run_1/port_trees.png
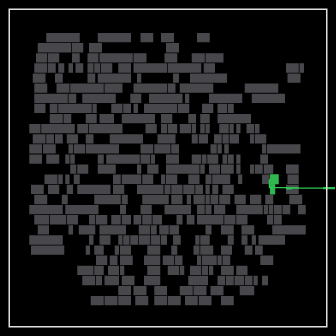
run_1/placed.png
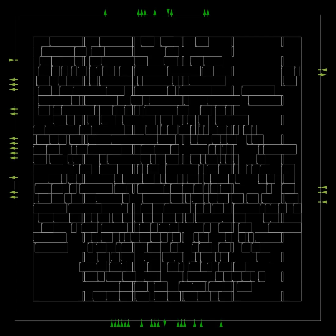
run_1/gates.png
Bar = 20 um.
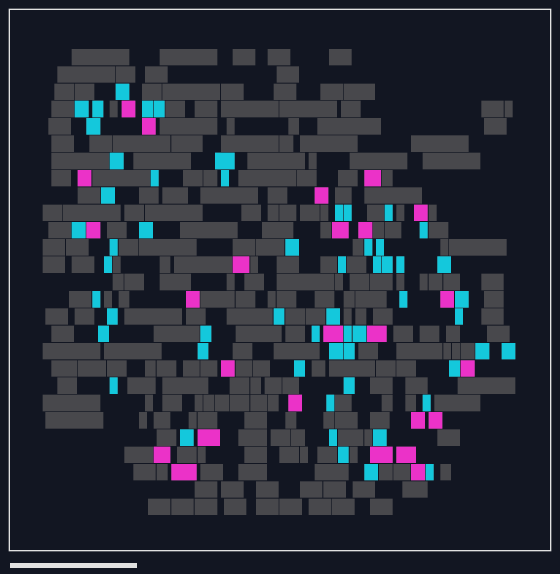
run_1/m3.png
Bar = 20 um.
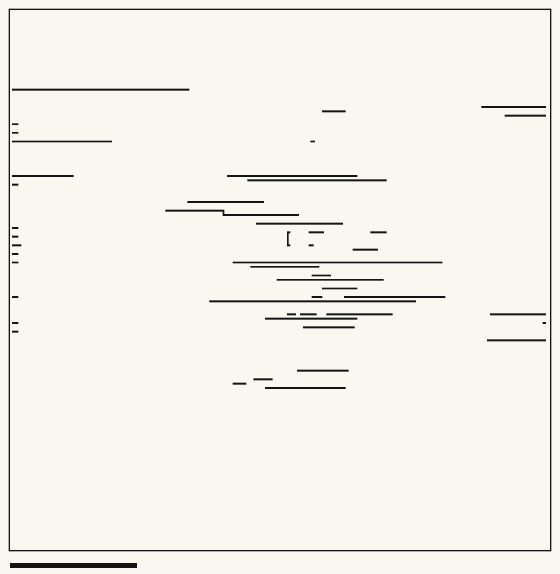
`src/rtl/phase_sequencer_if.sv`:
```
// Control/status bundle for phase_sequencer: sequencing controls in, phase enables and status out.
interface phase_sequencer_if #(
  parameter int NUM_PHASES = 2,
  parameter int CNT_W      = 8,
  parameter int CYC_W      = 16
);
  localparam int IDX_W = (NUM_PHASES > 1) ? $clog2(NUM_PHASES) : 1;

  logic                        run;
  logic                        step_mode;
  logic                        step;
  logic                        stall;
  logic [NUM_PHASES*CNT_W-1:0] phase_len;
  logic [NUM_PHASES-1:0]       phase_en;
  logic [IDX_W-1:0]            phase_idx;
  logic                        phase_first;
  logic                        phase_last;
  logic                        cycle_done;
  logic [CYC_W-1:0]            cycle_count;
  logic                        busy;

  modport master (
    output run, step_mode, step, stall, phase_len,
    input  phase_en, phase_idx, phase_first, phase_last, cycle_done, cycle_count, busy
  );

  modport slave (
    input  run, step_mode, step, stall, phase_len,
    output phase_en, phase_idx, phase_first, phase_last, cycle_done, cycle_count, busy
  );
endinterface

```
`src/rtl/phase_sequencer.sv`:
```
// Instruction-cycle phase sequencer: steps through NUM_PHASES phases of programmable length,
// producing one-hot registered phase clock enables with stall, single-step and cycle counting.
module phase_sequencer #(
  parameter int NUM_PHASES = 2,
  parameter int CNT_W      = 8,
  parameter int CYC_W      = 16
) (
  input logic               clk_i,
  input logic               rst_i,
  phase_sequencer_if.slave  bus
);
  localparam int IDX_W = (NUM_PHASES > 1) ? $clog2(NUM_PHASES) : 1;
  localparam logic [IDX_W-1:0] LAST_IDX = IDX_W'(NUM_PHASES - 1);

  localparam logic [1:0] S_IDLE  = 2'd0;
  localparam logic [1:0] S_RUN   = 2'd1;
  localparam logic [1:0] S_PAUSE = 2'd2;

  logic [1:0]            state_q, state_d;
  logic [IDX_W-1:0]      idx_q, idx_d;
  logic [CNT_W-1:0]      cnt_q, cnt_d;
  logic [CNT_W-1:0]      lenm1_q, lenm1_d;
  logic [NUM_PHASES-1:0] en_q, en_d;
  logic                  first_q, first_d;
  logic                  last_q, last_d;
  logic                  done_q, done_d;
  logic [CYC_W-1:0]      ccount_q, ccount_d;
  logic                  busy_q, busy_d;
  logic                  run_nxt, live_nxt;

  // Terminal count of phase k; a programmed length of 0 behaves as 1.
  function automatic logic [CNT_W-1:0] len_m1(input logic [NUM_PHASES*CNT_W-1:0] lens,
                                               input logic [IDX_W-1:0] k);
    logic [CNT_W-1:0] f;
    f = lens[int'(k)*CNT_W +: CNT_W];
    return (f == '0) ? '0 : f - CNT_W'(1);
  endfunction

  // The registers describe the clock now in progress; en_q says whether it consumed a count.
  always_comb begin
    state_d = state_q;
    idx_d   = idx_q;
    cnt_d   = cnt_q;
    lenm1_d = lenm1_q;
    case (state_q)
      S_IDLE: begin
        if (bus.run) begin
          state_d = S_RUN;
          idx_d   = '0;
          cnt_d   = '0;
          lenm1_d = len_m1(bus.phase_len, '0);
        end
      end
      S_PAUSE: begin
        if (!bus.run) begin
          state_d = S_IDLE;
        end else if (bus.step) begin
          state_d = S_RUN;
          idx_d   = '0;
          cnt_d   = '0;
          lenm1_d = len_m1(bus.phase_len, '0);
        end
      end
      S_RUN: begin
        if (|en_q) begin
          if (cnt_q != lenm1_q) begin
            cnt_d = cnt_q + CNT_W'(1);
          end else if (idx_q != LAST_IDX) begin
            cnt_d   = '0;
            idx_d   = idx_q + IDX_W'(1);
            lenm1_d = len_m1(bus.phase_len, idx_q + IDX_W'(1));
          end else begin
            cnt_d   = '0;
            idx_d   = '0;
            lenm1_d = len_m1(bus.phase_len, '0);
            if (!bus.run)          state_d = S_IDLE;
            else if (bus.step_mode) state_d = S_PAUSE;
            else                   state_d = S_RUN;
          end
        end
      end
      default: state_d = S_IDLE;
    endcase

    run_nxt  = (state_d == S_RUN);
    live_nxt = run_nxt && !bus.stall;
    en_d     = live_nxt ? (NUM_PHASES'(1) << idx_d) : '0;
    first_d  = run_nxt && (cnt_d == '0);
    last_d   = run_nxt && (cnt_d == lenm1_d);
    done_d   = live_nxt && last_d && (idx_d == LAST_IDX);
    ccount_d = done_d ? ccount_q + CYC_W'(1) : ccount_q;
    busy_d   = run_nxt;
  end

  always_ff @(posedge clk_i or posedge rst_i) begin
    if (rst_i) begin
      state_q  <= S_IDLE;
      idx_q    <= '0;
      cnt_q    <= '0;
      en_q     <= '0;
      first_q  <= 1'b0;
      last_q   <= 1'b0;
      done_q   <= 1'b0;
      ccount_q <= '0;
      busy_q   <= 1'b0;
    end else begin
      state_q  <= state_d;
      idx_q    <= idx_d;
      cnt_q    <= cnt_d;
      en_q     <= en_d;
      first_q  <= first_d;
      last_q   <= last_d;
      done_q   <= done_d;
      ccount_q <= ccount_d;
      busy_q   <= busy_d;
    end
  end

  // Latched phase length is only consulted while running, so it needs no reset.
  always_ff @(posedge clk_i) begin
    lenm1_q <= lenm1_d;
  end

  assign bus.phase_en    = en_q;
  assign bus.phase_idx   = idx_q;
  assign bus.phase_first = first_q;
  assign bus.phase_last  = last_q;
  assign bus.cycle_done  = done_q;
  assign bus.cycle_count = ccount_q;
  assign bus.busy        = busy_q;
endmodule

```
`src/flat_wrapper.sv`:
```
// flat-port wrapper written by rule: the top's interface ports become plain ports
module phase_sequencer_flat 
#(
  parameter int NUM_PHASES = 2,
  parameter int CNT_W      = 8,
  parameter int CYC_W      = 16
)
  (clk_i, rst_i, bus_run, bus_step_mode, bus_step, bus_stall, bus_phase_len, bus_phase_en, bus_phase_idx, bus_phase_first, bus_phase_last, bus_cycle_done, bus_cycle_count, bus_busy);
  phase_sequencer_if #(.NUM_PHASES(NUM_PHASES), .CNT_W(CNT_W), .CYC_W(CYC_W)) bus_i ();
  input logic clk_i;
  input logic rst_i;
  input wire logic [$bits(bus_i.run)-1:0] bus_run;
  input wire logic [$bits(bus_i.step_mode)-1:0] bus_step_mode;
  input wire logic [$bits(bus_i.step)-1:0] bus_step;
  input wire logic [$bits(bus_i.stall)-1:0] bus_stall;
  input wire logic [$bits(bus_i.phase_len)-1:0] bus_phase_len;
  output wire logic [$bits(bus_i.phase_en)-1:0] bus_phase_en;
  output wire logic [$bits(bus_i.phase_idx)-1:0] bus_phase_idx;
  output wire logic [$bits(bus_i.phase_first)-1:0] bus_phase_first;
  output wire logic [$bits(bus_i.phase_last)-1:0] bus_phase_last;
  output wire logic [$bits(bus_i.cycle_done)-1:0] bus_cycle_done;
  output wire logic [$bits(bus_i.cycle_count)-1:0] bus_cycle_count;
  output wire logic [$bits(bus_i.busy)-1:0] bus_busy;
  assign bus_i.run = bus_run;
  assign bus_i.step_mode = bus_step_mode;
  assign bus_i.step = bus_step;
  assign bus_i.stall = bus_stall;
  assign bus_i.phase_len = bus_phase_len;
  assign bus_phase_en = bus_i.phase_en;
  assign bus_phase_idx = bus_i.phase_idx;
  assign bus_phase_first = bus_i.phase_first;
  assign bus_phase_last = bus_i.phase_last;
  assign bus_cycle_done = bus_i.cycle_done;
  assign bus_cycle_count = bus_i.cycle_count;
  assign bus_busy = bus_i.busy;
  phase_sequencer #(.NUM_PHASES(NUM_PHASES), .CNT_W(CNT_W), .CYC_W(CYC_W)) u_core (.clk_i(clk_i), .rst_i(rst_i), .bus(bus_i));
endmodule
```
`config.mk`:
```
export PLATFORM = sky130hd
export DESIGN_NAME = phase_sequencer_flat
export DESIGN_NICKNAME = d
export VERILOG_FILES = /design/src/rtl/phase_sequencer_if.sv /design/src/rtl/phase_sequencer.sv /design/src/flat_wrapper.sv
export SDC_FILE = /design/constraint.sdc
export NUM_CORES = 1
export LEC_CHECK = 0
export CAP_MARGIN = 20
export CORE_MARGIN = 5
export CORE_UTILIZATION = 45
export DETAILED_ROUTE_END_ITERATION = 8
export GPL_TIMING_DRIVEN = 0
export HOLD_SLACK_MARGIN = 0.12
export PLACE_DENSITY = 0.7
export REMOVE_ABC_BUFFERS = 1
export SKIP_LAST_GASP = 1
export SYNTH_ARGS = -nofsm -noshare
export SYNTH_HDL_FRONTEND = slang
export SYNTH_SLANG_ARGS = --single-unit
```
`constraint.sdc`:
```
create_clock -name clk_i -period 6.8 [get_ports clk_i]
set_clock_uncertainty 0.05 [all_clocks]
set_input_delay 1.36 -clock clk_i [delete_from_list [all_inputs] [get_ports clk_i]]
set_output_delay 1.36 -clock clk_i [all_outputs]
set_load 0.01 [all_outputs]
```
==> results.rst, run 1 <==
Flow metrics
------------

.. list-table::
   :header-rows: 1

   * - Metric
     - Value
   * - Global-route track usage on met1
     - 0.256
   * - Maximum number of pins on one net before global-route repair
     - 25
   * - Power Combinational
     - 266 uW
   * - Clkbuf count
     - 5
   * - Count of tool warnings
     - 27
   * - Fill count
     - 511
   * - Dominant cell type by area after synthesis
     - sky130_fd_sc_hd__dfrtp_1
   * - Footprint of the flip-flops and latches
     - 986 um2
   * - Yosys warning tally
     - 0
   * - Register share of total power
     - 0.434
   * - Clock-pin slew on the worst setup and hold paths
     - 0.09 ns
   * - Worst Slack Setup Final
     - 2.11 ns
   * - Highest ir drop seen on vdd
     - 0.000140 V
   * - Register-to-register path setup slack
     - 2.96 ns
   * - Final weighted congestion of routability-driven global placement
     - 0.896
   * - Most instantiated library cell after synthesis
     - sky130_fd_sc_hd__dfrtp_1
   * - CTS-repair resized insts
     - 0
   * - Predominant post-synthesis flop cell
     - sky130_fd_sc_hd__dfrtp_1
   * - Core region area
     - 5470 um2
   * - Cell count after synthesis
     - 269
   * - Area-dominant cell class after layout
     - combinational gates
   * - Worst hold path cell count
     - 1
   * - Non-Clock Buffer Count
     - 45
   * - Drt first-iter violations
     - 166
   * - Number of sinks handled by clock tree synthesis
     - 41
   * - Peak clock frequency supported by timing
     - 0.213 GHz
   * - Combined buffer and inverter count along the critical path
     - 1
   * - Comb gate area
     - 1480 um2
   * - Post-CTS repair timing setup buffer count
     - 0
   * - Share of power burned in the clock network
     - 0.218
   * - Count of endpoints failing hold in the final timing report
     - 0
   * - Number of buffers inserted for hold repair after clock tree synthesis
     - 0
   * - Highest routed metal layer
     - met4
   * - Overall fraction of global-route tracks in use
     - 0.181
   * - Sequential share of the synthesized area
     - 0.390
   * - Area growth syn-to-layout
     - 24.7%
   * - Flop share of the area
     - 0.313
   * - Switching power
     - 290 uW
   * - Count of cells along the worst register-to-register path
     - 11
   * - Share of final layout cell area taken by clock buffers and inverters
     - 0.0290
   * - Via density per instance
     - 5.75
   * - Total met3 wirelength after detailed routing
     - 374 um
   * - Synth Cell Area
     - 2530 um2
   * - Die Footprint
     - 7220 um2
   * - Placement Cell Area
     - 3060 um2
   * - Fraction of final layout cells with drive strength greater than 1
     - 0.0692
   * - Number of endpoints failing setup at the final stage
     - 0
   * - Maximum root-to-sink buffer count
     - 2
   * - Net count of the finished layout
     - 345
   * - Remaining max-slew budget at the tightest pin
     - 0.506
   * - Non-clock buffer contribution to total cell area
     - 0.149
   * - Startpoint of the most critical hold path
     - u_core.bus.cycle_count[15]$_DFFE_PP0P_
   * - Standard-cell rows
     - 27
   * - Number of standard cells reported by yosys
     - 269
   * - Cell count along the critical path
     - 12
   * - Post-route design area
     - 3150 um2
   * - Category of the critical setup timing path
     - in -> reg
   * - Outcome
     - completed
   * - Setup TNS after final layout
     - 0 ns
   * - Hold slack
     - 0.427 ns
   * - Die width
     - 84.9 um
   * - Global routing usage on met2
     - 0.279
   * - Power consumption
     - 763 uW
   * - Master of the slowest instance on the critical path
     - sky130_fd_sc_hd__or4b_2
   * - Hold EP
     - u_core.bus.cycle_count[15]$_DFFE_PP0P_
   * - Worst-Skew Late Latency
     - 0.31 ns
   * - Post-placement worst setup slack
     - 1.79 ns
   * - DRT antenna net count
     - 0
   * - Total routed wire length on the met1 layer
     - 2910 um
   * - Synth Area per Inst
     - 9.40 um2
About port_trees.png:
[green] bus_step_mode | direction: input | edge: east | end cells: 2 | buffers: 1 | wire: 20.7 um
Port-buffer cells: 44
I/O Pins: 45

About placed.png:
Seq cells: 41
number of well-tap cells placed: 72
Finished Layout Cells: 390

About gates.png:
[magenta] and/or cells | cells: 25 | most used: and3_1
[cyan] nand cells | cells: 56 | most used: nand2_1
proportion of cell area occupied by multi-input gates: 0.469
most numerous logic cell after layout: sky130_fd_sc_hd__clkdlybuf4s50_1

About m3.png:
longest straight run: 32.7 um
nets with wire on the layer: 41
main direction: horizontal
share of all routed wire: 5.9%
overall via count from detail_route: 2244
overall routed net length: 6310 um
M3 GR Usage: 0.0330

[run 1: worst register-to-register path, delay by kind of cell, from the launching register on]
kind                     cells  cell delay [ns]
AND-OR/OR-AND                2             0.40
AND/OR/NAND/NOR              5             1.51
flip-flops                   1             0.72
adder cells (fa/ha/maj)      1             0.25
multiplexers                 3             0.82
[run 1: logic make-up (layout without fill, tap and decap cells)]
family | after synthesis | count (layout) | share of synthesized area
XOR/XNOR | 37 | 37 | 0.128
AND/OR/NAND/NOR | 118 | 118 | 0.260
buffers and inverters | 14 | 63 | 0.0253
AND-OR/OR-AND | 47 | 47 | 0.142
adder cells (fa/ha/maj) | 6 | 6 | 0.0297
multiplexers | 6 | 6 | 0.0248
flip-flops | 41 | 41 | 0.390
==> run 2, diff against run 1 <==
==> constraint.sdc (replaced) <==
create_clock -name clk_i -period 4.33 [get_ports clk_i]
set_clock_uncertainty 0.05 [all_clocks]
set_input_delay 0.866 -clock clk_i [delete_from_list [all_inputs] [get_ports clk_i]]
set_output_delay 0.866 -clock clk_i [all_outputs]
set_load 0.01 [all_outputs]
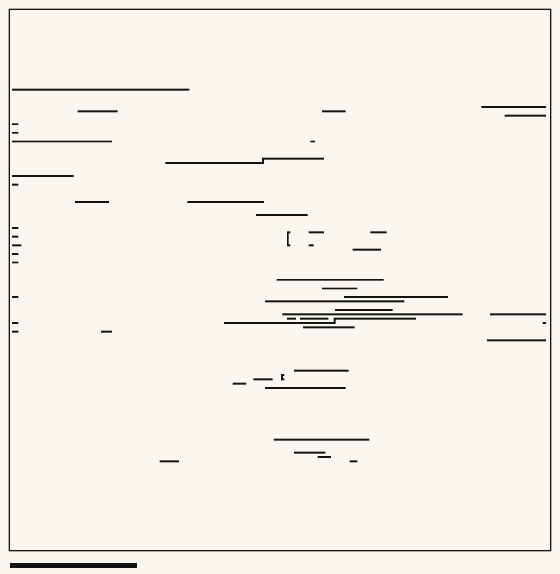
run_2/m3.png
Bar = 20 um.
longest straight run: 28.1 um
main direction: horizontal
wire length on this layer: 358 um
nets with wire on the layer: 44
share of all routed wire: 5.7%

==> results.rst, run 2 <==
Flow metrics
------------

.. list-table::
   :header-rows: 1

   * - Metric
     - Value
   * - Layout Utilization
     - 0.579
   * - Flop and latch count out of synthesis
     - 41
   * - Register share of total power
     - 0.434 (about the same)
   * - Critical path data required time
     - 4.47 ns
   * - Switching power
     - 457 uW (+58%)
   * - Net count of the finished layout
     - 346 (+0.29%)
   * - Arrival time of the worst setup path
     - 4.24 ns
   * - Power in sequential cells
     - 521 uW
   * - Startpoint kind of the worst setup timing path
     - input port
   * - Sequential share of the synthesized area
     - 0.390 (unchanged)
   * - Max-area cell share
     - 0.327
   * - Hold slack
     - 0.421 ns (-0.00580 ns)
   * - Vert. Die Dim
     - 84.9 um
   * - Cell count after synthesis
     - 269 (unchanged)
   * - Actual slew at the worst max-slew pin
     - 0.730 ns
   * - Chip area line of the yosys report
     - 2530 um2
   * - Init Core Util
     - 0.462
   * - Number of antenna violations at the first check in global routing
     - 0
   * - Overall fraction of global-route tracks in use
     - 0.181 (unchanged)
   * - Master of the slowest instance on the critical path
     - sky130_fd_sc_hd__or4b_2
   * - Tmin final
     - 4.10 ns
   * - Cell-by-cell trace of the critical path
     - clkdlybuf4s50_1, mux2i_1, ha_1, nor4b_2, or4b_2, a32oi_1, a211o_2, xor2_1, nor3_2, o2111ai_2, nor2_4, buf_12, mux2_2
   * - Count of tool warnings
     - 27 (unchanged)
   * - Count of endpoints failing hold in the final timing report
     - 0 (unchanged)
   * - Power group with the highest consumption
     - registers
   * - Mean routed wirelength per cell
     - 16.2 um
   * - Post-route design area
     - 3170 um2 (+0.64%)
   * - Most instantiated library cell after synthesis
     - sky130_fd_sc_hd__dfrtp_1
   * - Largest fanout on the critical path
     - 14
   * - Maximum number of pins on one net before global-route repair
     - 25 (unchanged)
   * - Setup TNS after final layout
     - 0 ns (unchanged)
   * - Placement Cell Area
     - 3060 um2 (unchanged)
   * - DRC
     - 0
   * - Post-DP HPWL
     - 4750 um
   * - CP max stage delay
     - 0.63 ns
   * - Synth Cell Area
     - 2530 um2 (unchanged)
   * - Final weighted congestion of routability-driven global placement
     - 0.896 (unchanged)
   * - Highest routed metal layer
     - met4
   * - Fraction of final layout cells with drive strength greater than 1
     - 0.0721 (+0.00292)
   * - Global routing usage on met2
     - 0.279 (unchanged)
   * - Category of the critical setup timing path
     - in -> reg
   * - Number of sinks handled by clock tree synthesis
     - 41 (unchanged)
   * - GR peak layer
     - met2
   * - Highest ir drop seen on vdd
     - 0.000220 V (+57%)
   * - Worst-Skew Late Latency
     - 0.31 ns (about the same)
   * - Power density cells
     - 378 nW/um2
   * - Asr flop ratio synth
     - 0.805
   * - DRT antenna net count
     - 0 (unchanged)
   * - Worst min-delay path category
     - reg -> reg
   * - Power Combinational
     - 418 uW (+57%)
   * - Clock network power consumption
     - 261 uW
   * - Fill count
     - 511 (unchanged)
   * - Most numerous logic cell after layout
     - sky130_fd_sc_hd__clkdlybuf4s50_1
   * - Maximum root-to-sink buffer count
     - 2 (unchanged)
   * - Worst Slack Setup Final
     - 0.233 ns (-1.87 ns)
   * - Power share of the combinational group
     - 0.349
   * - Comb gate area
     - 1480 um2 (unchanged)
   * - Number of buffers inserted for hold repair after clock tree synthesis
     - 0 (unchanged)
   * - Wire length of the first global-routing pass
     - 10600 um
   * - Clock-pin slew on the worst setup and hold paths
     - 0.09 ns (about the same)
   * - Max cap viols
     - 0
   * - Overall routed net length
     - 6340 um (+0.40%)
   * - Number of endpoints failing setup at the final stage
     - 0 (unchanged)
   * - Leading cell types by total area after synthesis
     - sky130_fd_sc_hd__dfrtp_1 33%, sky130_fd_sc_hd__xnor2_1 10%, sky130_fd_sc_hd__dfxtp_1 6.3%
   * - Core region area
     - 5470 um2 (unchanged)
   * - Synth Area per Inst
     - 9.40 um2 (unchanged)
   * - RSZ-0062 raised after global routing
     - false
   * - Post-placement worst setup slack
     - -0.183 ns (-1.98 ns)
   * - Predominant post-synthesis flop cell
     - sky130_fd_sc_hd__dfrtp_1
   * - Port-buffer cells
     - 44 (unchanged)
   * - Total routed wire length on the met1 layer
     - 2930 um (+0.69%)
   * - Overflow left after global routing
     - 0
   * - Number of clock buffers inserted by TritonCTS
     - 5
   * - Startpoint of the most critical register-to-register path
     - u_core.bus.phase_idx$_DFF_PP0_
   * - Count of cells along the worst register-to-register path
     - 12 (+1)
   * - DR pass1 iterations
     - 4
   * - CP startpoint
     - bus_phase_len[0]
   * - Overall via count from detail_route
     - 2257 (+0.58%)
   * - Number of instances in the placed design
     - 382
   * - Flip-flop count of the largest register, all copies and words added
     - 16
   * - Yosys warning tally
     - 0 (unchanged)
   * - Peak clock frequency supported by timing
     - 0.244 GHz
   * - Share of power burned in the clock network
     - 0.217 (about the same)
   * - Top cells by instance count after synthesis
     - 33 x sky130_fd_sc_hd__dfrtp_1, 29 x sky130_fd_sc_hd__xnor2_1, 23 x sky130_fd_sc_hd__nand2_1, 17 x sky130_fd_sc_hd__nor2_1, 14 x sky130_fd_sc_hd__nand3_1
   * - Clock tree root driver cell
     - sky130_fd_sc_hd__clkbuf_8
   * - Critical path endpoint
     - u_core.bus.cycle_count[1]$_DFFE_PP0P_
   * - Vias in the first global route
     - 2165
   * - Hold EP
     - u_core.bus.cycle_count[15]$_DFFE_PP0P_
   * - Startpoint of the most critical hold path
     - u_core.bus.cycle_count[15]$_DFFE_PP0P_
   * - Distinct lib cells used
     - 59
   * - Post-layout period usage of the worst path
     - 0.946
   * - Total met3 wirelength after detailed routing
     - 357 um (-4.5%)
   * - Combined buffer and inverter count along the critical path
     - 2 (+1)
   * - Total internal power
     - 742 uW
   * - Cell count along the critical path
     - 13 (+1)
   * - Most frequent logic cells in the routed design
     - 44 x sky130_fd_sc_hd__clkdlybuf4s50_1, 33 x sky130_fd_sc_hd__dfrtp_1, 29 x sky130_fd_sc_hd__xnor2_1
   * - Drt first-iter violations
     - 144 (-13%)
   * - DR WL met2
     - 2970 um
   * - Number of standard cells reported by yosys
     - 269 (unchanged)
   * - Pleak
     - 0.00125 uW
   * - Via density per instance
     - 5.77 (+0.32%)
   * - Worst path top cell family by delay
     - simple AND/OR/NAND/NOR gates
   * - Outcome
     - completed
   * - Footprint of the flip-flops and latches
     - 986 um2 (unchanged)
   * - Power consumption
     - 1200 uW (+57%)
   * - Post-synth tally of flip-flops with integrated enable
     - 0
   * - I/O Pins
     - 45 (unchanged)
   * - Worst hold path cell count
     - 1 (unchanged)
   * - Register-to-register path setup slack
     - 0.58 ns (-2.38 ns)
   * - Area growth syn-to-layout
     - 25.4%
   * - Number of diodes
     - 0
   * - Switching Share
     - 0.381
   * - Clock tree from TritonCTS
     - yes
   * - Dominant cell type by area after synthesis
     - sky130_fd_sc_hd__dfrtp_1
   * - Remaining max-slew budget at the tightest pin
     - 0.507 (+0.000787)
   * - Endpoint of the lowest-slack register-to-register path
     - u_core.bus.cycle_count[1]$_DFFE_PP0P_
   * - Standard-cell rows
     - 27 (unchanged)
   * - Sort of element at the end of the critical path
     - register
   * - Global-route track usage on met1
     - 0.256 (unchanged)
   * - Die Footprint
     - 7220 um2 (unchanged)
   * - Pins over their slew limit
     - 0
   * - M3 GR Usage
     - 0.0330 (unchanged)
   * - Die width
     - 84.9 um (unchanged)
   * - # H-tree levels
     - 2
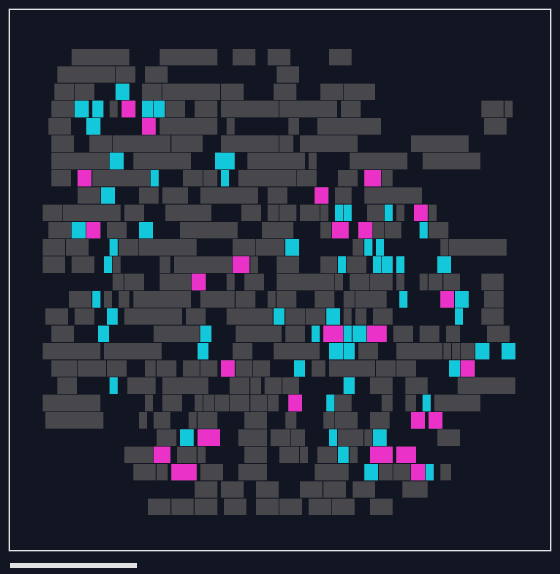
run_2/gates.png
Bar = 20 um.
[cyan] nand cells | cells: 56 | most used: nand2_1
[magenta] and/or cells | cells: 25 | most used: and3_1
proportion of cell area occupied by multi-input gates: 0.466
Finished Layout Cells: 391

## run 2: cell counts after synthesis
No cell type changed its count.
## run 2: area by class of cell
cell class | count | area share
multi-input combinational | 214 | 0.466
sequential | 41 | 0.311
timing repair buffer | 46 | 0.154
tap | 72 | 0.0284
clock buffer | 5 | 0.0217
inverter | 10 | 0.0118
clock inverter | 3 | 0.00710
## run 2: logic make-up after synthesis
group | count (synthesis) | share of synthesized area
compound gates | 47 | 0.142
fa+ha+maj | 6 | 0.0297
simple gates | 118 | 0.260
flops | 41 | 0.390
xor+xnor | 37 | 0.128
buf+inv | 14 | 0.0253
mux | 6 | 0.0248
## run 2: repair_timing
| item | 4_1_cts | 5_1_grt |
|---|---|---|
| endpoints found under the setup margin | 0 | 8 |
| setup buffers | 0 | 1 |
| gates resized | 0 | 0 |
Power and IR drop assume default switching activity.
